**src/rtl/led_scan_scheduler_pkg.sv**
```systemverilog
// Shared types and helpers for the LED scan scheduler.
// Provides the phase enum, the character width, the all-off anode pattern
// and the active-low one-hot anode decode used by the scheduler.
package led_scan_scheduler_pkg;

    localparam int CHAR_W = 4;
    localparam logic [3:0] ANODES_OFF = 4'b1111;

    typedef enum logic {
        PH_BLANK = 1'b0,
        PH_ON    = 1'b1
    } phase_e;

    // Digit index 3 drives an3 (leftmost), index 0 drives an0.
    function automatic logic [3:0] anode_pattern(input logic [1:0] digit);
        logic [3:0] one_hot;
        one_hot = 4'b0001 << digit;
        return ~one_hot;
    endfunction

endpackage

```
**src/rtl/led_scan_scheduler_msg_buffer.sv**
```systemverilog
// Message character buffer: MSG_LEN x CHAR_W register file.
// Ports: clk, reset (async active-low clear of every entry),
//        wr_en/wr_addr/wr_data (single write port),
//        rd_addr/rd_data (asynchronous read port).
module msg_buffer
    import led_scan_scheduler_pkg::*;
#(
    parameter int MSG_LEN = 16,
    parameter int AW      = $clog2(MSG_LEN)
) (
    input  logic              clk,
    input  logic              reset,
    input  logic              wr_en,
    input  logic [AW-1:0]     wr_addr,
    input  logic [CHAR_W-1:0] wr_data,
    input  logic [AW-1:0]     rd_addr,
    output logic [CHAR_W-1:0] rd_data
);

    logic [CHAR_W-1:0] mem [MSG_LEN];

    always_ff @(posedge clk or negedge reset) begin
        if (!reset) begin
            for (int i = 0; i < MSG_LEN; i++) begin
                mem[i] <= '0;
            end
        end else if (wr_en) begin
            mem[wr_addr] <= wr_data;
        end
    end

    // Read sees the pre-edge contents, so a same-edge write is not visible
    // to a latch taken on that edge.
    assign rd_data = mem[rd_addr];

endmodule

```
**src/rtl/led_scan_scheduler.sv**
```systemverilog
// Four-digit 7-segment scan scheduler.
// Each digit gets BLANK_CYCLES of all-anodes-off followed by DIGIT_CYCLES
// with its anode low. The character for a digit is latched on the edge that
// enters its blank slot, so it is settled before the anode falls. Optional
// scrolling advances the 4-character window every SCROLL_FRAMES frames.
// Ports: clk, reset (async active-low), wr_en/wr_addr/wr_data (buffer write),
//        scroll_en, an3..an0 (active-low anodes, an3 leftmost),
//        char (code for the LED decoder), frame_tick (last cycle of frame).
//
// state    | meaning
// PH_BLANK | all anodes high, char for the selected digit settling
// PH_ON    | anode of the selected digit low
module led_scan_scheduler
    import led_scan_scheduler_pkg::*;
#(
    parameter int DIGIT_CYCLES  = 64,
    parameter int BLANK_CYCLES  = 4,
    parameter int SCROLL_FRAMES = 16,
    parameter int MSG_LEN       = 16,
    parameter int AW            = $clog2(MSG_LEN)
) (
    input  logic              clk,
    input  logic              reset,
    input  logic              wr_en,
    input  logic [AW-1:0]     wr_addr,
    input  logic [CHAR_W-1:0] wr_data,
    input  logic              scroll_en,
    output logic              an3,
    output logic              an2,
    output logic              an1,
    output logic              an0,
    output logic [CHAR_W-1:0] char,
    output logic              frame_tick
);

    localparam int PH_MAX = (BLANK_CYCLES > DIGIT_CYCLES) ? BLANK_CYCLES : DIGIT_CYCLES;
    localparam int CW     = (PH_MAX > 1) ? $clog2(PH_MAX) : 1;
    localparam int FW     = (SCROLL_FRAMES > 1) ? $clog2(SCROLL_FRAMES) : 1;

    localparam logic [CW-1:0] BLANK_LAST = CW'(BLANK_CYCLES - 1);
    localparam logic [CW-1:0] DIGIT_LAST = CW'(DIGIT_CYCLES - 1);
    localparam logic [FW-1:0] FRAME_LAST = FW'(SCROLL_FRAMES - 1);

    phase_e            phase, phase_nxt;
    logic [1:0]        digit, digit_nxt;
    logic [CW-1:0]     cnt, cnt_nxt;
    logic              latch;

    logic [FW-1:0]     frame_cnt, frame_cnt_nxt;
    logic [AW-1:0]     offset, offset_nxt;
    logic [1:0]        slot;
    logic [AW-1:0]     rd_addr;
    logic [CHAR_W-1:0] rd_data;

    logic [3:0]        an_q, an_nxt;
    logic [CHAR_W-1:0] char_q;
    logic              tick_q, tick_nxt;

    msg_buffer #(
        .MSG_LEN (MSG_LEN),
        .AW      (AW)
    ) u_msg_buffer (
        .clk     (clk),
        .reset   (reset),
        .wr_en   (wr_en),
        .wr_addr (wr_addr),
        .wr_data (wr_data),
        .rd_addr (rd_addr),
        .rd_data (rd_data)
    );

    always_ff @(posedge clk or negedge reset) begin
        if (!reset) begin
            phase <= PH_BLANK;
            digit <= 2'd3;
            cnt   <= '0;
        end else begin
            phase <= phase_nxt;
            digit <= digit_nxt;
            cnt   <= cnt_nxt;
        end
    end

    always_comb begin
        phase_nxt = phase;
        digit_nxt = digit;
        cnt_nxt   = cnt + 1'b1;
        latch     = 1'b0;
        case (phase)
            PH_BLANK: begin
                if (cnt == BLANK_LAST) begin
                    phase_nxt = PH_ON;
                    cnt_nxt   = '0;
                end
            end
            PH_ON: begin
                if (cnt == DIGIT_LAST) begin
                    phase_nxt = PH_BLANK;
                    cnt_nxt   = '0;
                    digit_nxt = digit - 2'd1;
                    latch     = 1'b1;
                end
            end
            default: begin
                phase_nxt = PH_BLANK;
                cnt_nxt   = '0;
            end
        endcase
    end

    // Outputs are computed from the next state and registered, so they
    // line up with the state register and have no path from the inputs.
    always_comb begin
        an_nxt   = (phase_nxt == PH_ON) ? anode_pattern(digit_nxt) : ANODES_OFF;
        tick_nxt = (phase_nxt == PH_ON) && (digit_nxt == 2'd0) && (cnt_nxt == DIGIT_LAST);
    end

    // tick_q marks the last cycle of a frame; the offset step takes effect on
    // the same edge that latches digit 3, so a frame never mixes offsets.
    always_comb begin
        offset_nxt    = offset;
        frame_cnt_nxt = frame_cnt;
        if (!scroll_en) begin
            frame_cnt_nxt = '0;
        end else if (tick_q) begin
            if (frame_cnt == FRAME_LAST) begin
                frame_cnt_nxt = '0;
                offset_nxt    = offset + 1'b1;
            end else begin
                frame_cnt_nxt = frame_cnt + 1'b1;
            end
        end
        slot    = 2'd3 - digit_nxt;
        rd_addr = offset_nxt + AW'(slot);
    end

    always_ff @(posedge clk or negedge reset) begin
        if (!reset) begin
            offset    <= '0;
            frame_cnt <= '0;
            an_q      <= ANODES_OFF;
            char_q    <= '0;
            tick_q    <= 1'b0;
        end else begin
            offset    <= offset_nxt;
            frame_cnt <= frame_cnt_nxt;
            an_q      <= an_nxt;
            tick_q    <= tick_nxt;
            if (latch) begin
                char_q <= rd_data;
            end
        end
    end

    assign {an3, an2, an1, an0} = an_q;
    assign char       = char_q;
    assign frame_tick = tick_q;

endmodule

```
**config.mk**
```make
export PLATFORM = sky130hd
export DESIGN_NAME = led_scan_scheduler
export DESIGN_NICKNAME = d
export VERILOG_FILES = /design/src/rtl/led_scan_scheduler_pkg.sv /design/src/rtl/led_scan_scheduler_msg_buffer.sv /design/src/rtl/led_scan_scheduler.sv
export SDC_FILE = /design/constraint.sdc
export NUM_CORES = 1
export LEC_CHECK = 0
export CAP_MARGIN = 20
export CORE_MARGIN = 3
export CORE_UTILIZATION = 30
export DETAILED_ROUTE_END_ITERATION = 10
export GPL_ROUTABILITY_DRIVEN = 0
export GPL_TIMING_DRIVEN = 0
export PLACE_DENSITY = 0.45
export SYNTH_ARGS = -nofsm -noshare
export SYNTH_HDL_FRONTEND = slang
export SYNTH_SLANG_ARGS = --single-unit
```
**constraint.sdc**
```tcl
create_clock -name clk -period 11.3 [get_ports clk]
set_input_delay 2.26 -clock clk [delete_from_list [all_inputs] [get_ports clk]]
set_output_delay 2.26 -clock clk [all_outputs]
set_load 0.005 [all_outputs]
```
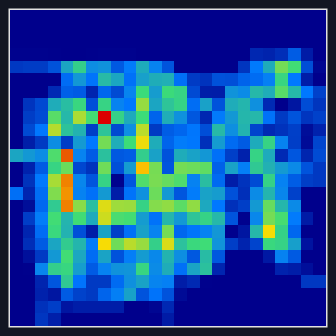
(wiring heat map)
25 x 25 tiles, from dark blue (low) to red (high), scaled to the fullest tile. Values are wire area over tile area, all layers added.
9.0% of the tiles are over half the peak. The fullest tile reaches 0.47. The mean over all tiles is 0.093. The emptiest ninth of the die: bottom right. 33% of the tiles are nearly empty.

==> reports/qor.yml <==
mostFrequentLayoutCell: "dfrtp_1"
dieWidth_um: 125
openroad.warnings: 26
cts-root-buf: "clkbuf_16"
nets: 367
synth_seq_share_pct: 53.0
cp.depth: 12
fin_crit_ns: 5.56
fp_util_pct: 31.5
total_power_uw: 816
most_common_cell: "dfrtp_1"
wl_um: 9500
finalCritPeriodShare_pct: 49.2
post-synth-top-area-cell: "dfrtp_1"
register_area_um2: 2260
worstPathRequired_ns: 11.52
synthArstFlopShare_pct: 100
largest-register: "u_msg_buffer.mem"
yosysWarnings: 0
final_max_slew_viol_count: 0
compound_area_share_pct: 5.43
cp_slowest_cell: "clkbuf_1"
drt_first_pass_iters: 4
hold_path_class: "flop to flop"
hp-start: "offset[3]"
dpl.hpwl_um: 6700
p_sw_uw: 206
common_cells: "dfrtp_1 (84), mux2_2 (65), mux4_2 (17)"
synthesis.nets: 336
path_buffers: 4
hold_path_depth: 1
netlist_instances: 319
yosys-stat-cells: 319
power_frac_comb_pct: 15.7
rsz0062_at_grt: "no"
post_dp_cell_area_um2: 4700
cts_buffers: 9
viasPerCell: 4.95
drtIter0Drc: 116
max_slew.worst_pin.slew_ns: 0.955
logic_area_um2: 1890
intPower_uw: 610
clkLatencyLatePin_ns: 0.35
clk_path_buf_depth: 2
startpoint: "scroll_en"
synth.area.top_cells: "dfrtp_1 (49%), mux2_2 (17%), mux4_2 (9.0%)"
top_area_share_pct: 49.3
cts_resized: 0
postCtsHoldBufs: 0
largestRegisters: "u_msg_buffer.mem x64, cnt x6"
ioPinCount: 21
simple_gate_share_pct: 9.65
outcome: "complete, no violations"
fin_skew_ns: 0.00922
htreeDepth: 3
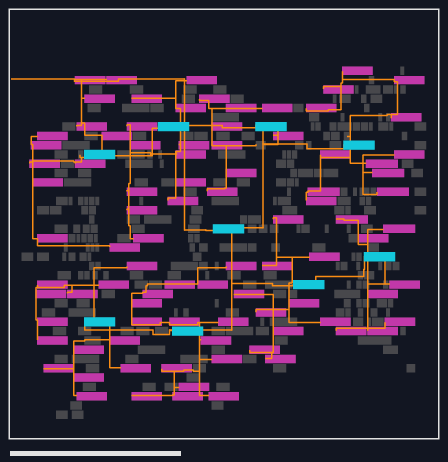
(clock wires, drivers and flops)
Scale bar: 50 um.
Cyan marks clock-net drivers, count 9. Orange marks clock wires, length 1270 um. Magenta marks flip-flops, count 90.
There are 10 routed clock nets.

-- metal layers --
| metal | vias up | global-route usage, % | wire (um) |
|---|---|---|---|
| li1 | 1238 | - | - |
| met5 | - | 0 | 0 |
| met2 | 41 | 20.2 | 4460 |
| met4 | 0 | 4.34 | 137 |
| met1 | 1339 | 17.9 | 4570 |
| met3 | 10 | 4.35 | 338 |
-- path summary, 6_finish.rpt --
kind                        endpoint
min                        offset[3]
min reg2reg                offset[3]
min in group asynchronous     cnt[2]
max                          char[1]
max in group asynchronous    an_q[2]
max reg2reg                  char[1]
-- final cells by class --
class                      instances  area share (%)
sequential                        90            45.4
timing repair buffer              20            4.32
inverter                          10           0.754
clock inverter                     6           0.804
buffer                            15            1.51
tap                              176            4.42
clock buffer                      10            4.80
multi-input combinational        204            38.0
